## config.mk

```make
export PLATFORM = sky130hd
export DESIGN_NAME = uart_hex_tx_flat
export DESIGN_NICKNAME = d
export VERILOG_FILES = /design/src/rtl/uart_hex_tx_if.sv /design/src/rtl/uart_hex_tx.sv /design/src/flat_wrapper.sv
export SDC_FILE = /design/constraint.sdc
export NUM_CORES = 1
export LEC_CHECK = 0
export ABC_AREA = 1
export CAP_MARGIN = 20
export CORE_ASPECT_RATIO = 1.2
export CORE_MARGIN = 3
export CORE_UTILIZATION = 45
export CTS_CLUSTER_DIAMETER = 100
export DETAILED_ROUTE_END_ITERATION = 10
export PLACE_DENSITY = 0.62
export SKIP_CTS_REPAIR_TIMING = 1
export SYNTH_ARGS = -nofsm -noshare
export SYNTH_HDL_FRONTEND = slang
export SYNTH_SLANG_ARGS = --single-unit
```

## constraint.sdc

```tcl
create_clock -name clk -period 5.2 [get_ports clk]
set_input_delay 1.04 -clock clk [delete_from_list [all_inputs] [get_ports clk]]
set_output_delay 1.04 -clock clk [all_outputs]
set_load 0.03 [all_outputs]
```

## src/rtl/uart_hex_tx_if.sv

```systemverilog
// Value/valid/ready handshake between a producer and the hex-dump transmitter.
interface uart_hex_tx_if #(
  parameter int DATA_WIDTH = 32
);
  logic [DATA_WIDTH-1:0] value;
  logic                  valid;
  logic                  ready;

  modport master (output value, output valid, input ready);
  modport slave  (input value, input valid, output ready);
endinterface

```

## src/rtl/uart_hex_tx.sv

```systemverilog
// UART hex-dump transmitter: queues values in a small FIFO and prints each one
// as uppercase ASCII hex (MSB nibble first) followed by CR LF or a space.
module uart_hex_tx #(
  parameter int DATA_WIDTH   = 32,
  parameter int CLKS_PER_BIT = 434,
  parameter int FIFO_DEPTH   = 4,
  parameter int LINE_END     = 1
) (
  input  logic                          clk,
  input  logic                          reset_n,
  uart_hex_tx_if.slave                  host,
  output logic                          overflow,
  output logic [$clog2(FIFO_DEPTH):0]   fifo_level,
  output logic                          busy,
  output logic                          tx
);

  localparam int NIBBLES = DATA_WIDTH / 4;
  localparam int AW      = $clog2(FIFO_DEPTH);
  localparam int NCHARS  = NIBBLES + ((LINE_END != 0) ? 2 : 1);
  localparam int CW      = $clog2(NCHARS);
  localparam int BW      = $clog2(CLKS_PER_BIT);

  localparam logic [BW-1:0] BAUD_RELOAD = BW'(CLKS_PER_BIT - 1);
  localparam logic [BW-1:0] BAUD_ONE    = BW'(1);
  localparam logic [AW:0]   PTR_ONE     = (AW + 1)'(1);
  localparam logic [CW-1:0] CHAR_ONE    = CW'(1);
  localparam logic [CW-1:0] LAST_CHAR   = CW'(NCHARS - 1);
  localparam logic [CW-1:0] FIRST_TERM  = CW'(NIBBLES);
  localparam logic [7:0]    TERM_CODE   = (LINE_END != 0) ? 8'h0D : 8'h20;

  typedef enum logic [1:0] {IDLE, START, DATA, STOP} state_t;

  state_t                state_reg, state_next;
  logic [AW:0]           wr_ptr_reg, rd_ptr_reg;
  logic [DATA_WIDTH-1:0] mem [FIFO_DEPTH];
  logic [DATA_WIDTH-1:0] shift_reg;
  logic [BW-1:0]         baud_reg;
  logic [2:0]            bit_reg;
  logic [CW-1:0]         char_reg;
  logic                  tx_reg, tx_next;
  logic                  busy_reg, busy_next;
  logic                  overflow_reg;

  logic                  full, empty, push, pop;
  logic                  bit_done, last_bit, last_char, next_char;
  logic [7:0]            char_code;
  logic [7:0]            hex_ascii [16];

  // Nibble-to-ASCII table: 0-9 -> '0'-'9', A-F -> 'A'-'F'.
  for (genvar gi = 0; gi < 16; gi++) begin : g_hex
    localparam logic [7:0] CODE = (gi < 10) ? 8'(48 + gi) : 8'(55 + gi);
    assign hex_ascii[gi] = CODE;
  end

  // Pointers carry one extra wrap bit to tell full from empty.
  assign full  = (wr_ptr_reg[AW] != rd_ptr_reg[AW]) &&
                 (wr_ptr_reg[AW-1:0] == rd_ptr_reg[AW-1:0]);
  assign empty = (wr_ptr_reg == rd_ptr_reg);
  assign push  = host.valid && !full;

  assign host.ready = !full;
  assign fifo_level = wr_ptr_reg - rd_ptr_reg;
  assign overflow   = overflow_reg;
  assign busy       = busy_reg;
  assign tx         = tx_reg;

  assign bit_done  = (baud_reg == '0);
  assign last_bit  = (bit_reg == 3'd7);
  assign last_char = (char_reg == LAST_CHAR);
  assign next_char = (state_reg == STOP) && bit_done && !last_char;

  // FIFO storage: write-only array, read through the registered pop into shift_reg.
  always_ff @(posedge clk) begin
    if (push) begin
      mem[wr_ptr_reg[AW-1:0]] <= host.value;
    end
  end

  // FIFO pointers advance on accepted pushes and on FSM pops.
  always_ff @(posedge clk or negedge reset_n) begin
    if (!reset_n) begin
      wr_ptr_reg <= '0;
      rd_ptr_reg <= '0;
    end else begin
      if (push) wr_ptr_reg <= wr_ptr_reg + PTR_ONE;
      if (pop)  rd_ptr_reg <= rd_ptr_reg + PTR_ONE;
    end
  end

  // FSM state register.
  always_ff @(posedge clk or negedge reset_n) begin
    if (!reset_n) state_reg <= IDLE;
    else          state_reg <= state_next;
  end

  // FSM next-state logic; a pop happens when leaving IDLE or after the last character.
  always_comb begin
    state_next = state_reg;
    pop        = 1'b0;
    case (state_reg)
      IDLE: begin
        if (!empty) begin
          pop        = 1'b1;
          state_next = START;
        end
      end
      START: begin
        if (bit_done) state_next = DATA;
      end
      DATA: begin
        if (bit_done && last_bit) state_next = STOP;
      end
      STOP: begin
        if (bit_done) begin
          if (!last_char) begin
            state_next = START;
          end else if (!empty) begin
            pop        = 1'b1;
            state_next = START;
          end else begin
            state_next = IDLE;
          end
        end
      end
      default: state_next = IDLE;
    endcase
  end

  // Character being sent: hex digit from the top nibble, then the terminator(s).
  always_comb begin
    char_code = 8'h0A;
    if (char_reg < FIRST_TERM) begin
      char_code = hex_ascii[shift_reg[DATA_WIDTH-1 -: 4]];
    end else if (char_reg == FIRST_TERM) begin
      char_code = TERM_CODE;
    end
  end

  // FSM outputs; busy spans from the pop until the registered stop bit has finished.
  always_comb begin
    tx_next   = 1'b1;
    busy_next = (state_reg != IDLE) || (state_next != IDLE);
    case (state_reg)
      START:   tx_next = 1'b0;
      DATA:    tx_next = char_code[bit_reg];
      default: tx_next = 1'b1;
    endcase
  end

  // Registered outputs so tx, busy and overflow are glitch-free.
  always_ff @(posedge clk or negedge reset_n) begin
    if (!reset_n) begin
      tx_reg       <= 1'b1;
      busy_reg     <= 1'b0;
      overflow_reg <= 1'b0;
    end else begin
      tx_reg       <= tx_next;
      busy_reg     <= busy_next;
      overflow_reg <= host.valid && full;
    end
  end

  // Baud counter and bit index: every bit lasts exactly CLKS_PER_BIT cycles.
  always_ff @(posedge clk or negedge reset_n) begin
    if (!reset_n) begin
      baud_reg <= BAUD_RELOAD;
      bit_reg  <= 3'd0;
    end else begin
      if ((state_reg == IDLE) || bit_done) baud_reg <= BAUD_RELOAD;
      else                                 baud_reg <= baud_reg - BAUD_ONE;

      if (state_reg == DATA) begin
        if (bit_done) bit_reg <= last_bit ? 3'd0 : bit_reg + 3'd1;
      end else begin
        bit_reg <= 3'd0;
      end
    end
  end

  // Value shift register and character counter: load on pop, step per character.
  always_ff @(posedge clk or negedge reset_n) begin
    if (!reset_n) begin
      shift_reg <= '0;
      char_reg  <= '0;
    end else if (pop) begin
      shift_reg <= mem[rd_ptr_reg[AW-1:0]];
      char_reg  <= '0;
    end else if (next_char) begin
      shift_reg <= shift_reg << 4;
      char_reg  <= char_reg + CHAR_ONE;
    end
  end

endmodule

```

## src/flat_wrapper.sv

```systemverilog
// flat-port wrapper written by rule: the top's interface ports become plain ports
module uart_hex_tx_flat 
#(
  parameter int DATA_WIDTH   = 32,
  parameter int CLKS_PER_BIT = 434,
  parameter int FIFO_DEPTH   = 4,
  parameter int LINE_END     = 1
)
  (clk, reset_n, overflow, fifo_level, busy, tx, host_value, host_valid, host_ready);
  uart_hex_tx_if #(.DATA_WIDTH(DATA_WIDTH)) host_i ();
  input  logic clk;
  input  logic reset_n;
  output logic overflow;
  output logic [$clog2(FIFO_DEPTH):0] fifo_level;
  output logic busy;
  output logic tx;
  input wire logic [$bits(host_i.value)-1:0] host_value;
  input wire logic [$bits(host_i.valid)-1:0] host_valid;
  output wire logic [$bits(host_i.ready)-1:0] host_ready;
  assign host_i.value = host_value;
  assign host_i.valid = host_valid;
  assign host_ready = host_i.ready;
  uart_hex_tx #(.DATA_WIDTH(DATA_WIDTH), .CLKS_PER_BIT(CLKS_PER_BIT), .FIFO_DEPTH(FIFO_DEPTH), .LINE_END(LINE_END)) u_core (.clk(clk), .reset_n(reset_n), .host(host_i), .overflow(overflow), .fifo_level(fifo_level), .busy(busy), .tx(tx));
endmodule
```

**Signal wires on met3**

Cells faint in the background.
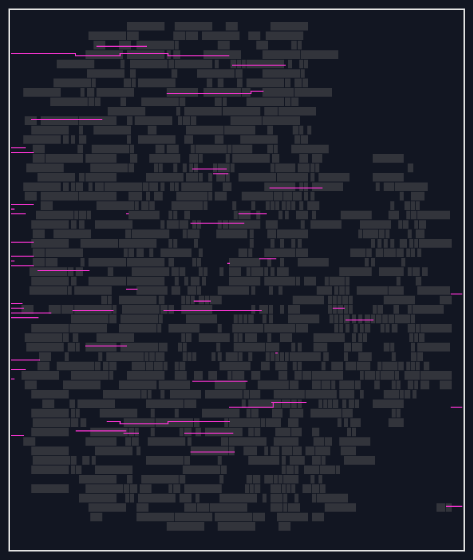
- main direction: horizontal
- longest straight run: 28.1 µm
- wire length on this layer: 497 µm

**Drive-strength map**

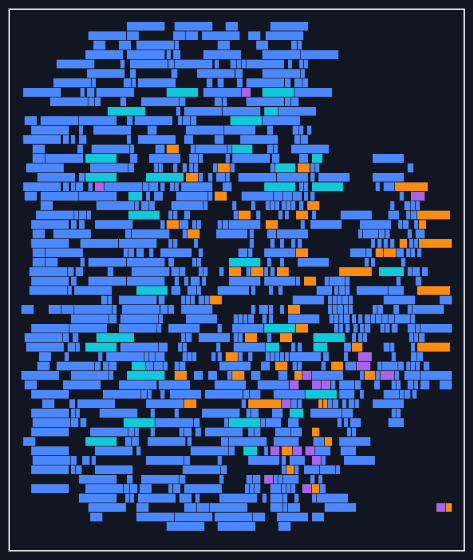
- orange: _2 cells (cells 49; share 6.0%; most used nand3_2)
- blue: _0 and _1 cells (cells 716; share 88%; most used nand2_1)
- purple: _3 and _4 cells (cells 18; share 2.2%; most used buf_4)
- cyan: _6 and larger (cells 32; share 3.9%; most used clkbuf_16)

==> notes.md <==
Quick summary of the implementation run below.

Per the run summary, max-cap violations total 0. Across all checked pins, the minimum headroom to the slew limit is 47.12%. Of all cell types, the one taking the most synthesized area is sky130_fd_sc_hd__edfxtp_1. The total non-filler cell area in the finished layout came out at 9658 µm². The number of warning messages in the yosys log came out at 0. The synthesized chip area reported by yosys came out at 8399 µm². Ranking logic cells in the layout by count gives the top entries sky130_fd_sc_hd__nand2_1 (156), sky130_fd_sc_hd__edfxtp_1 (128), sky130_fd_sc_hd__nor2_1 (89).

CTS added clock buffers totalling 17. The number of logic inverters in the finished layout is 49. The xor/xnor cell area share of the yosys netlist is 1.147%. The clock period minus worst slack is 3.586 ns. The pre-CTS setup slack is 2.080 ns. Multi-input logic gates represent a cell area share of 27.84%. The worst register-to-register path begins at u_core.rd_ptr_reg[1]$_DFFE_PN0P_. The count of antenna-violating nets left after detailed routing came out at 0. The capture point of the worst path is host_ready. The share of total power in sequential cells is 49.7%.

The post-place instance area came out at 8985 µm². The count of cells along the worst register-to-register path is 12. The clock arrives with 0.01070 ns of skew. After layout, the worst path uses 68.96% of the clock period. Summing internal, switching and leakage power gives 0.003773 W. The area fraction of the dominant cell type after synthesis is 45.76%. The fraction of the mapped netlist area in compound gates is 7.970%. The fraction of layout cells with a size suffix above 1 came out at 12.15%. Once iteration 0 of detailed routing completed, the report listed 331 DRC markers. The first global-routing pass estimated 28.12 mm of wire. The detailed placer's ending HPWL is 10.18 mm. At the end of the flow, the number of nets in the layout was 858. Among all cell classes, the greatest summed area belongs to registers. The number of synthesized flops with an enable pin is 128. The full die area came out at 20350 µm².

The number of detailed-route iterations in the first pass is 5. Looking at the cell usage after synthesis, the top flip-flop cell is sky130_fd_sc_hd__edfxtp_1. The fraction of area in non-clock buffers came out at 5.208%. On met1, the global router reports a usage of 21.98%.

The number of antenna violations at the first check in global routing was 0. In the final routing, the length of wire on met1 measures 7.357 mm. The flip-flop count of the largest register after layout came out at 128. Of the total standard cell area in the layout, the sequential portion is 55.18%. The maximum fanout along the worst path came out at 34.

The global-route track usage on met3 came out at 3.425%. The reported combinational group power is 0.000452 W. STA lists the endpoint of the worst register-to-register path as u_core.shift_reg[10]$_DFFE_PN0P_.

The buffer type at the clock tree root is sky130_fd_sc_hd__clkbuf_16. The post-synthesis register bit count is 187. The flow ran to the end, and the final reports show no timing, DRC or antenna violations. The register cell area after layout came out at 5329 µm². Of all flip-flops after synthesis, the portion carrying an async set or reset was 31.55%.

The final timing report gives a worst setup slack of 1.614 ns. Data on the critical path arrives at its endpoint at 2.55 ns. The number of core rows came out at 54.

The overall die height came out at 155.7 µm. Using the TritonRoute via totals, the vias-per-cell ratio works out to 5.253. The number of logged tool warnings is 37. The area added between synthesis and finish is 14.99%. The critical path crosses 7 cells after its start point. Dividing total power by cell area gives a power density of 390.7 nW/µm². The number of inserted diodes is 0. The clock network contribution to total cell area is 6.970%. Leaving out the clock tree, the finished layout contains a buffer count of 54.

For this run, the slowest stage of the critical path takes 0.68 ns. Sorting the synthesized cells by how often they occur yields sky130_fd_sc_hd__nand2_1 (156), sky130_fd_sc_hd__edfxtp_1 (128), sky130_fd_sc_hd__nor2_1 (93). Looking at the clock tree report, the H-tree level count equals 4.

The remaining global-route overflow is 0. The post-synthesis mux area share is 0%. Setup repair after global routing left no endpoint under its margin. After synthesis, the largest family of logic cells by area is simple AND/OR/NAND/NOR gates. Looking at hold timing, the worst path starts from u_core.baud_reg[0]$_DFF_PN1_. The detailed router used layers up to and including met4. For reference, the final report shows the hold violation count at 0. The cell total in the yosys stat output came out at 767. The worst hold path class is flip-flop to flip-flop.

The placeable core area is 18240 µm². The critical path startpoint is u_core.rd_ptr_reg[1]$_DFFE_PN0P_. The clock network power is 0.00145 W. The number of vias after detailed routing came out at 5458. The register-to-register setup slack came out at 2.31 ns.

The residual DRC count is 0. In this design, the largest share of critical-path delay is due to buffers and inverters. The part of the power in the clock network is 38.3%.

The number of flip-flops and latches came out at 187. The adder-cell share of the synthesized area came out at 3.218%. The flip-flop and latch power came out at 0.00188 W.

The layout multi-input combinational cell count came out at 493. The area occupied by multi-input gates came out at 2689 µm². The worst setup path is captured at a primary output. The number of nets handed over by synthesis was 823. The met3 wirelength from detailed routing came out at 496 µm. For hold timing, the worst endpoint is u_core.baud_reg[0]$_DFF_PN1_. The buffer levels on the longest clock path is 2. The cell sequence reported for the critical path is buf_4 -> inv_1 -> ha_1 -> nand2_1 -> inv_1 -> nand2_1 -> clkdlybuf4s50_1. After detailed routing, the total wire length is 16.73 mm.

Synthesis produced a netlist whose cell count is 767. The final tally of max-slew violations came out at 0.
**Clock distribution**

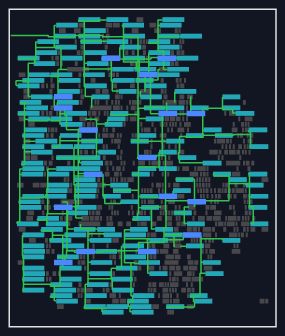
- blue: clock drivers (count 17)
- cyan: flip-flops (count 187)
- green: clock wires (length 2050 µm)
- flops lie: spread over the die
- routed clock nets: 18

**Gate families picked out**

Bar = 50 µm.
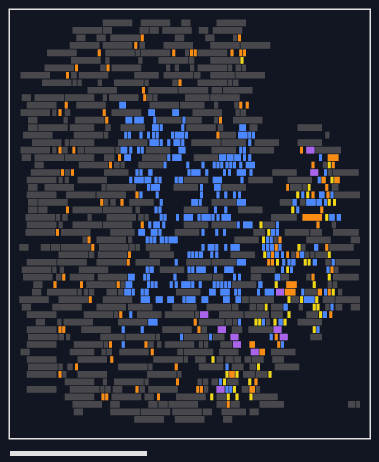
- yellow: inverters (cells 49)
- orange: NOR gates (cells 100; where spread over the die)
- blue: NAND gates (cells 237)
- purple: XOR/XNOR gates (cells 11)

Power and IR drop assume default switching activity.
